--- src/rtl/fifo_arb_pkg.sv ---
// Shared types and helpers for the FIFO write-side arbiter.
//   arb_state_t : arbiter FSM state (IDLE waiting to grant, LOCK serving a grant)
//   clog2_min1  : ceil(log2(n)) clamped to at least 1 bit, for index/counter widths
package fifo_arb_pkg;

    typedef enum logic {IDLE, LOCK} arb_state_t;

    function automatic int unsigned clog2_min1(input int unsigned n);
        return (n <= 2) ? 1 : $clog2(n);
    endfunction

endpackage

--- src/rtl/rr_arbiter.sv ---
// Combinational round-robin pick among NREQ requests.
//   req_i     : request vector
//   last_id_i : previously granted index; search starts one above it
//   winner_o  : granted index (meaningless when any_o is low)
//   any_o     : at least one request is present
module rr_arbiter
    import fifo_arb_pkg::*;
#(
    parameter int unsigned NREQ = 4,
    parameter int unsigned IDW  = clog2_min1(NREQ)
) (
    input  logic [NREQ-1:0] req_i,
    input  logic [IDW-1:0]  last_id_i,
    output logic [IDW-1:0]  winner_o,
    output logic            any_o
);

    logic [NREQ-1:0] rot;
    int unsigned     start;
    int unsigned     enc;
    logic            found;

    always_comb begin
        start = (32'(last_id_i) + 1) % NREQ;
        // Rotate so the highest-priority requester sits at bit 0.
        rot = '0;
        for (int unsigned i = 0; i < NREQ; i++) begin
            rot[i] = req_i[(start + i) % NREQ];
        end
        // Lowest set bit of the rotated vector wins.
        found = 1'b0;
        enc   = 0;
        for (int unsigned i = 0; i < NREQ; i++) begin
            if (!found && rot[i]) begin
                found = 1'b1;
                enc   = i;
            end
        end
        // Un-rotate back to a requester index.
        winner_o = IDW'((start + enc) % NREQ);
        any_o    = |req_i;
    end

endmodule

--- src/rtl/fifo_wr_arbiter.sv ---
// Shares the single FIFO write port among NREQ packet producers. A round-robin
// grant is held until the packet's last beat or until MAXBEATS beats have gone.
//   wclk, wrst_n : write clock, async active-low reset
//   req_valid    : per-requester beat valid
//   req_last     : per-requester last-beat marker
//   req_data     : packed beats, requester i at [i*DSIZE +: DSIZE]
//   req_ready    : one-hot (or zero) accept to the granted requester
//   wfull        : FIFO full flag
//   winc, wdata  : FIFO write strobe and data
//   grant_id     : current or last granted requester (registered)
//   busy         : a grant is held (registered)
//   cap_err      : one-cycle pulse when a grant was cut at MAXBEATS without last
module fifo_wr_arbiter
    import fifo_arb_pkg::*;
#(
    parameter int unsigned NREQ     = 4,
    parameter int unsigned DSIZE    = 8,
    parameter int unsigned MAXBEATS = 16,
    parameter int unsigned IDW      = clog2_min1(NREQ)
) (
    input  logic                  wclk,
    input  logic                  wrst_n,
    input  logic [NREQ-1:0]       req_valid,
    input  logic [NREQ-1:0]       req_last,
    input  logic [NREQ*DSIZE-1:0] req_data,
    output logic [NREQ-1:0]       req_ready,
    input  logic                  wfull,
    output logic                  winc,
    output logic [DSIZE-1:0]      wdata,
    output logic [IDW-1:0]        grant_id,
    output logic                  busy,
    output logic                  cap_err
);

    localparam int unsigned CW = clog2_min1(MAXBEATS + 1);

    arb_state_t      state_q, state_d;
    logic [IDW-1:0]  grant_id_q, grant_id_d;
    logic [IDW-1:0]  last_id_q, last_id_d;
    logic [CW-1:0]   beat_cnt_q, beat_cnt_d;
    logic            cap_err_q, cap_err_d;

    logic [IDW-1:0]  winner;
    logic            any_req;
    logic            accept;

    rr_arbiter #(
        .NREQ (NREQ),
        .IDW  (IDW)
    ) u_rr_arbiter (
        .req_i     (req_valid),
        .last_id_i (last_id_q),
        .winner_o  (winner),
        .any_o     (any_req)
    );

    always_comb begin
        state_d    = state_q;
        grant_id_d = grant_id_q;
        last_id_d  = last_id_q;
        beat_cnt_d = beat_cnt_q;
        cap_err_d  = 1'b0;
        req_ready  = '0;
        winc       = 1'b0;
        accept     = 1'b0;
        wdata      = req_data[32'(grant_id_q) * DSIZE +: DSIZE];

        unique case (state_q)
            IDLE: begin
                if (any_req) begin
                    grant_id_d = winner;
                    beat_cnt_d = '0;
                    state_d    = LOCK;
                end
            end
            LOCK: begin
                // wfull only gates the handshake; grant and count simply hold.
                accept                = req_valid[grant_id_q] & ~wfull;
                req_ready[grant_id_q] = ~wfull;
                winc                  = accept;
                if (accept) begin
                    beat_cnt_d = beat_cnt_q + CW'(1);
                    if (req_last[grant_id_q]) begin
                        state_d   = IDLE;
                        last_id_d = grant_id_q;
                    end else if (beat_cnt_q + CW'(1) == CW'(MAXBEATS)) begin
                        // Forced release; the rest of the packet re-arbitrates.
                        cap_err_d = 1'b1;
                        state_d   = IDLE;
                        last_id_d = grant_id_q;
                    end
                end
            end
            default: state_d = IDLE;
        endcase
    end

    always_ff @(posedge wclk or negedge wrst_n) begin
        if (!wrst_n) begin
            state_q    <= IDLE;
            grant_id_q <= '0;
            last_id_q  <= IDW'(NREQ - 1);
            beat_cnt_q <= '0;
            cap_err_q  <= 1'b0;
        end else begin
            state_q    <= state_d;
            grant_id_q <= grant_id_d;
            last_id_q  <= last_id_d;
            beat_cnt_q <= beat_cnt_d;
            cap_err_q  <= cap_err_d;
        end
    end

    assign grant_id = grant_id_q;
    assign busy     = (state_q == LOCK);
    assign cap_err  = cap_err_q;

endmodule

--- config.mk ---
export PLATFORM = sky130hd
export DESIGN_NAME = fifo_wr_arbiter
export DESIGN_NICKNAME = d
export VERILOG_FILES = /design/src/rtl/fifo_arb_pkg.sv /design/src/rtl/rr_arbiter.sv /design/src/rtl/fifo_wr_arbiter.sv
export SDC_FILE = /design/constraint.sdc
export NUM_CORES = 1
export LEC_CHECK = 0
export CAP_MARGIN = 25
export CORE_ASPECT_RATIO = 0.6
export CORE_MARGIN = 5
export CORE_UTILIZATION = 35
export CTS_BUF_LIST = sky130_fd_sc_hd__clkbuf_2 sky130_fd_sc_hd__clkbuf_4 sky130_fd_sc_hd__clkbuf_8
export DETAILED_ROUTE_END_ITERATION = 7
export PLACE_DENSITY = 0.79
export SYNTH_ARGS = -nofsm -noshare
export SYNTH_HDL_FRONTEND = slang
export SYNTH_SLANG_ARGS = --single-unit
--- constraint.sdc ---
create_clock -name wclk -period 3.1 [get_ports wclk]
set_input_delay 0.93 -clock wclk [delete_from_list [all_inputs] [get_ports wclk]]
set_output_delay 0.93 -clock wclk [all_outputs]
set_load 0.01 [all_outputs]
run_1/m3.png
(4 px per um)
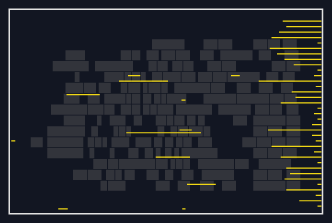
45 nets have wire on it. The longest straight run is 18.4 um. The layer carries 274 um of wire. The layer holds 8.2% of the routed length.

run_1/class_map.png
(6 px per um)
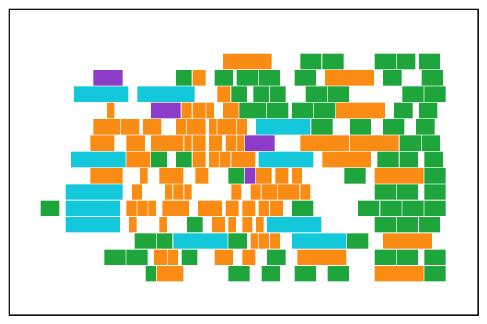
Key: purple = clock drivers and dummy loads [cells 4, share of their area 2.8%]; orange = remaining logic cells [cells 77, share of their area 41%]; cyan = registers [cells 11, share of their area 17%]; green = remaining buffers and delay cells [cells 69, share of their area 39%]

run_1/route_heat.png
(4 px per um) The die is cut into 16 by 10 equal tiles; dark purple is low, yellow is high, scaled to the fullest tile. Values are wire area over tile area, all layers added.
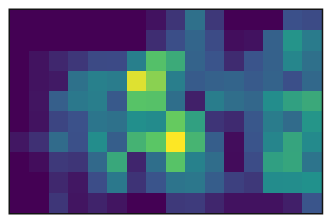
18% of the tiles are nearly empty. The densest ninth of the die: center. The fullest tile reaches 0.52.

==> run summary, run 1 <==
run results: status=complete, no violations, WS Path Type=in2out, first-pass GRT wire length=approximately 5500 um, yosys simple share=0.186, top cells by count, synth=mux4_2 (10), dfrtp_1 (9), o21ai_0 (7), Tot GR Track Use=0.175, Final setup viols=0, wire length per cell=roughly 17 um, Yosys reg bits=11, worst setup path end=winc, Seq power=295 uW, # diodes=0, DR iter-0 viols=~60, Worst Slack Setup Final=approximately 0.043 ns, final wirelength=~3300 um, CTS Buf Count=3, Synth Area per Inst=approximately 10 um2, Post-Synth XOR/XNOR Area=0.0271, vias=1069, met3 usage=0.0500, share of cells above drive strength 1=0.230, Leading power group=combinational cells, routed vias/inst=about 5.5, overall die width=77.9 um, Worst setup EP type=output port, Yosys warning count=0, total negative slack=0 ns, Layout Cells excl Fill=between 150 and 200, row count=14, Sequential Power Share=0.238, critical path's slowest cell=mux4_2, number of cells in Yosys stat=approximately 93, cell area after synthesis=approximately 970 um2, fmax=~330 MHz, placed wire-length estimate=around 2800 um, Syn Inst Count=~93, Switching Share=0.392, CORE AREA=~0.0026 mm2, hold-fix buffers at CTS=0, Synth area leader=dfrtp_1, Root Driver=clkbuf_8
## run 1: state kept, by name (all words and copies together), names as in the netlist
| name | count |
|---|---|
| grant_id | 2 |
| busy | 1 |
| last_id_q | 2 |
| cap_err | 1 |
| beat_cnt_q | 5 |
## run 1: what timing repair did
item	in CTS	in global routing
pin swaps	1	0
resized	18	1
endpoints found under the setup margin	13	1
buffers inserted	0	0
## run 1: per-layer routing
layer  wire [um]  up-vias  part of all wire
met5           0        -                 0
met4          55        0             0.016
met3         274        4             0.082
met2        1510       58              0.45
met1        1500      515              0.45
li1            -      492                 -
## run 1: metrics by stage
step	total power (uW)	hold WS (ns)	cell area, um2
final	1240	0.529	1680
after floorplan	790	0.468	968
after CTS	1250	0.524	1680
after global routing	1340	0.565	1680
after detailed placement	1160	0.515	1650
after global placement	1130	0.496	1650
## run 1: how the worst min path moves through the flow
| stage | from | to | slack, ns | cells past startpoint |
|---|---|---|---|---|
| 2_1_floorplan | beat_cnt_q[4] | beat_cnt_q[4] | 0.47 | 1 |
| 3_5_place_dp | beat_cnt_q[4] | beat_cnt_q[4] | 0.52 | 1 |
| 6_report | beat_cnt_q[3] | beat_cnt_q[3] | 0.53 | 1 |
| 5_1_grt | beat_cnt_q[3] | beat_cnt_q[3] | 0.57 | 1 |
| 3_3_place_gp | beat_cnt_q[4] | beat_cnt_q[4] | 0.50 | 1 |
| 4_1_cts | beat_cnt_q[4] | beat_cnt_q[4] | 0.52 | 1 |
## run 1: final cells by class
| cell class | count | area (um2) |
|---|---|---|
| multi-input combinational | 73 | 654 |
| timing repair buffer | 69 | 647 |
| sequential | 11 | 278 |
| fill | 218 | 895 |
| clock buffer | 3 | 41.3 |
| inverter | 4 | 15.0 |
| clock inverter | 1 | 5.00 |
| tap | 32 | 40.0 |
==> inputs of run 2 (changes only) <==
- CORE_UTILIZATION: 35 -> 41
- PLACE_DENSITY: 0.79 -> 0.9
run_2/m3.png
(4 px per um)
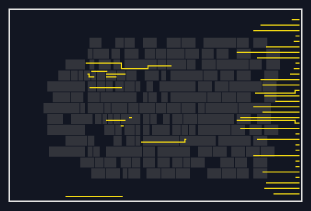
The wires run mostly horizontal. The longest straight run is 15.4 um.

run_2/route_heat.png
(4 px per um) The die is cut into 15 by 10 equal tiles; dark purple is low, yellow is high, scaled to the fullest tile. Values are wire area over tile area, all layers added.
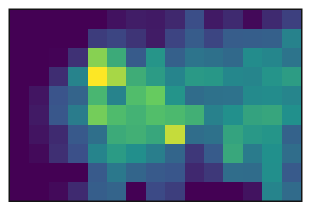
The emptiest ninth of the die: upper left. The densest ninth of the die: center. The mean over all tiles is 0.15. The fullest tile reaches 0.50. 21% of the tiles are over half the peak. 19% of the tiles are nearly empty.

==> run summary, run 2 <==
run results: wire length per cell=17.2 um, Hold WS=around 0.53 ns, antenna violations before repair=0, hold-fix buffers at CTS=0, Yosys reg bits=11, Final Slew Violations=0, Reg-to-Reg End=grant_id[1], CTS Buf Count=3, cell area after synthesis=about 970 um2, tool warning count=26, top cells by count, synth=mux4_2 (10), dfrtp_1 (9), o21ai_0 (7), placed wire-length estimate=approximately 2600 um, FF-to-FF path depth=10, yosys simple share=0.186, Largest Register=beat_cnt_q, total power=1230 uW, Fill cells=roughly 150, Worst Slack Setup Final=0.0476 ns, Top Layout Cells=clkdlybuf4s50_1 (45), dlygate4sd2_1 (12), mux4_2 (10), Syn Inst Count=between 90 and 100, number of cells in Yosys stat=approximately 93, fmax=328 MHz, Worst setup EP type=output port, Yosys warning count=0, register area=about 280 um2, Synth Area per Inst=approximately 10 um2, biggest area cells=dfrtp_1 (23%), mux4_2 (23%), dfstp_2 (5.4%), Synth area leader=dfrtp_1, final instance area=between 0.0015 and 0.002 mm2, status=complete, no violations, routed vias/inst=around 5.5, Fin Clk Skew=roughly 0.0022 ns, Root Driver=clkbuf_8, Final min period=about 3 ns, Layout Cells excl Fill=around 190, total negative slack=0 ns, Worst Setup Start Kind=input port, Post-CTS Setup Bufs=0, row count=13, Post-Synth XOR/XNOR Area=0.0271, WS Path Type=in2out, final wirelength=~3300 um, DR iter-0 viols=37, vias=between 1000 and 1500, reg2reg start=last_id_q[1], overall die width=72.7 um, placed inst area=~0.0016 mm2, share of cells above drive strength 1=0.219, Tot GR Track Use=0.193, Leak=between 0.0007 and 0.0008 uW, Post-synth ARST share=1.00, vias in the first global route=~1000, # diodes=0, first-pass GRT wire length=slightly below 5000 um, Synthesized Nets=~140, max reg flops=5, IO Port Bufs=roughly 60, ys flop type=dfrtp_1, multi-input logic area=648 um2, WHS Path Cells=1, CORE AREA=approximately 0.0022 mm2, Synth top area share=0.233, Worst Hold End=beat_cnt_q[4], adder-cell area share of the yosys netlist=0.0258, mux share=0.298, post-synthesis sequential area ratio=0.287, hold path start=beat_cnt_q[4], Final setup viols=0
==> run 2: cells by family (layout without fill, tap and decap cells) <==
family,count (synthesis),in the layout
buffers and inverters,9,76
DFF,11,11
and+or+nand+nor,32,32
adders and majority gates,2,2
muxes,15,15
AOI/OAI and AO/OA,21,21
xor gates and xnor gates,3,3
==> run 2: worst max-delay path, stage by stage <==
cell and delay, ns:
clkdlybuf4s50_1 0.42, mux4_2 0.52, nand2_4 0.09, inv_2 0.03, buf_2 0.13
==> run 2: worst max path at each step <==
| stage | slack [ns] | end | cells after the start |
|---|---|---|---|
| 3_3_place_gp | -0.31 | winc | 5 |
| 5_1_grt | 0.01 | req_ready[2] | 6 |
| 6_report | 0.05 | winc | 5 |
| 3_5_place_dp | -0.31 | winc | 5 |
| 2_1_floorplan | 0.41 | winc | 4 |
| 4_1_cts | 0.04 | winc | 5 |
==> run 2: final cells by class <==
type,count,share of cell area
clock buffer,4,0.0293
inverter,4,0.00900
timing repair buffer,68,0.384
multi-input combinational,73,0.389
tap,30,0.0225
sequential,11,0.167
==> run 2: routing by layer <==
metal	GRT usage	up-vias	part of all wire	wire, um
li1	-	490	-	-
met1	0.233	500	0.42	1370
met2	0.357	54	0.48	1560
met3	0.0524	4	0.093	303
met4	0.0441	0	0.0089	29
met5	0	-	0	0
==> run 2: what timing repair did <==
| item | CTS | global route |
|---|---|---|
| pin swaps | 1 | 0 |
| endpoints found under the setup margin | 13 | 1 |
| endpoints found under the hold margin | 0 | 0 |
| gates resized | 16 | 1 |
==> run 2: report_power, final <==
group | total, uW | internal (uW) | switching, uW
combinational | 790 | 452 | 338
clock | 154 | 99.1 | 55.1
sequential | 289 | 205 | 84.4
==> inputs of run 3 (changes only) <==
- ABC_AREA: not set -> 1
- CORE_MARGIN: 5 -> 2
- CORE_UTILIZATION: 41 -> 42
- PLACE_DENSITY: 0.9 -> not set
- PLACE_DENSITY_LB_ADDON: not set -> 0.25
run_3/route_heat.png
(8 px per um) The die is cut into 14 by 8 equal tiles; dark purple is low, yellow is high, scaled to the fullest tile. Values are wire area over tile area, all layers added.
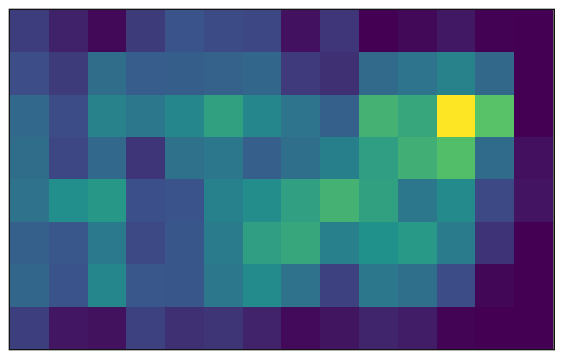
final wirelength: 3480 um
vias: 1379

run_3/sizing.png
(6 px per um)
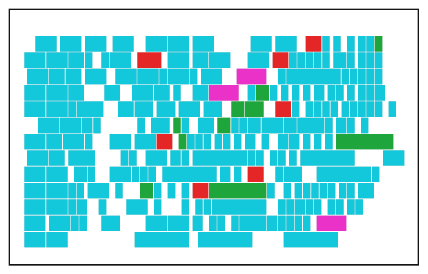
Key: red = x3 and x4 [cells 7, share 2.9%]; green = x2 [cells 10, share 4.2%]; magenta = x6 and larger [cells 3, share 1.3%]; cyan = x1 and smaller [cells 220, share 92%]

==> run summary, run 3 <==
run results: Largest Register=beat_cnt_q, Seq power=approximately 290 uW, CTS Buf Count=3, number of cells in Yosys stat=175, clock power share=0.115, Final min period=~3.0 ns, final instance area=0.00172 mm2, DR iter-0 viols=58, top cells by count, synth=nand2_1 (92), inv_1 (15), a22oi_1 (12), Synth top area share=0.335, CORE AREA=about 0.0022 mm2, Leak=slightly above 0.0009 uW, row count=13, share of cells above drive strength 1=0.0833, CP max stage delay=0.53 ns, Worst Slack Setup Final=~0.056 ns, Top Layout Cells=nand2_1 (92), clkdlybuf4s50_1 (52), inv_1 (15), total negative slack=0 ns, placed inst area=about 0.0017 mm2, Post-synth ARST share=1.00, antenna violations before repair=0, wire length per cell=~13 um, ys flop type=dfrtp_1, Worst setup EP type=output port, Logic pwr share=0.682, vias in the first global route=between 1000 and 1500, hold-fix buffers at CTS=0, tool warning count=26, Layout Cells excl Fill=270, Leading power group=combinational cells, comb pwr=approximately 970 uW, status=complete, no violations, Worst Setup Start Kind=input port, fmax=328 MHz, total power=roughly 1400 uW, max reg flops=5, Tot GR Track Use=0.253
==> run 3: cell count changes after synthesis, sizes merged, moves of 3 or more <==
cell,delta
mux4,-10
a22oi,+12
xnor2,-3
inv,+14
and3,-3
clkbuf,-4
nor2b,-5
a21oi,-5
nand3,+6
mux2,-5
o21ai,-5
nand2,+88
nor2,+7
==> run 3: cell type report <==
cell class / count / area (um2)
Inverter: 19 / 71.3
Clock buffer: 4 / 48.8
Multi-Input combinational cell: 142 / 653
Tap cell: 30 / 37.5
Fill cell: 175 / 529
Sequential cell: 11 / 278
Timing Repair Buffer: 64 / 627
==> run 3: final timing paths <==
kind                               startpoint       endpoint  depth (start not counted)
worst max-delay path              req_data[7]       wdata[7]                          4
worst min-delay path            beat_cnt_q[4]  beat_cnt_q[4]                          2
worst max register to register   last_id_q[0]    grant_id[1]                         14
worst min register to register  beat_cnt_q[4]  beat_cnt_q[4]                          2
max in group asynchronous              wrst_n   last_id_q[0]                          1
min in group asynchronous              wrst_n    grant_id[0]                          1
==> run 3: what timing repair did <==
item,in CTS,in global routing
setup endpoints to repair,5,2
gates resized,5,2
buffers inserted,0,0
==> run 3: routing by layer <==
layer	up-vias	part of all wire	global-route usage
met3	6	0.073	0.0914
met1	626	0.41	0.289
met2	63	0.50	0.416
li1	684	-	-
met5	-	0	0
met4	0	0.015	0.116
==> run 3: tightest hold or removal path: cells and delay by family, from the launching register on <==
| family | cells | cell delay, ns |
|---|---|---|
| flops | 1 | 0.36 |
| simple gates | 2 | 0.11 |
==> run 3: kinds of logic after synthesis <==
group | share of synthesized area
AOI/OAI and AO/OA | 0.118
buffers and inverters | 0.0960
DFF | 0.270
and+or+nand+nor | 0.484
adders and majority gates | 0.0243
xor gates and xnor gates | 0.00851
Power and IR drop assume default switching activity.
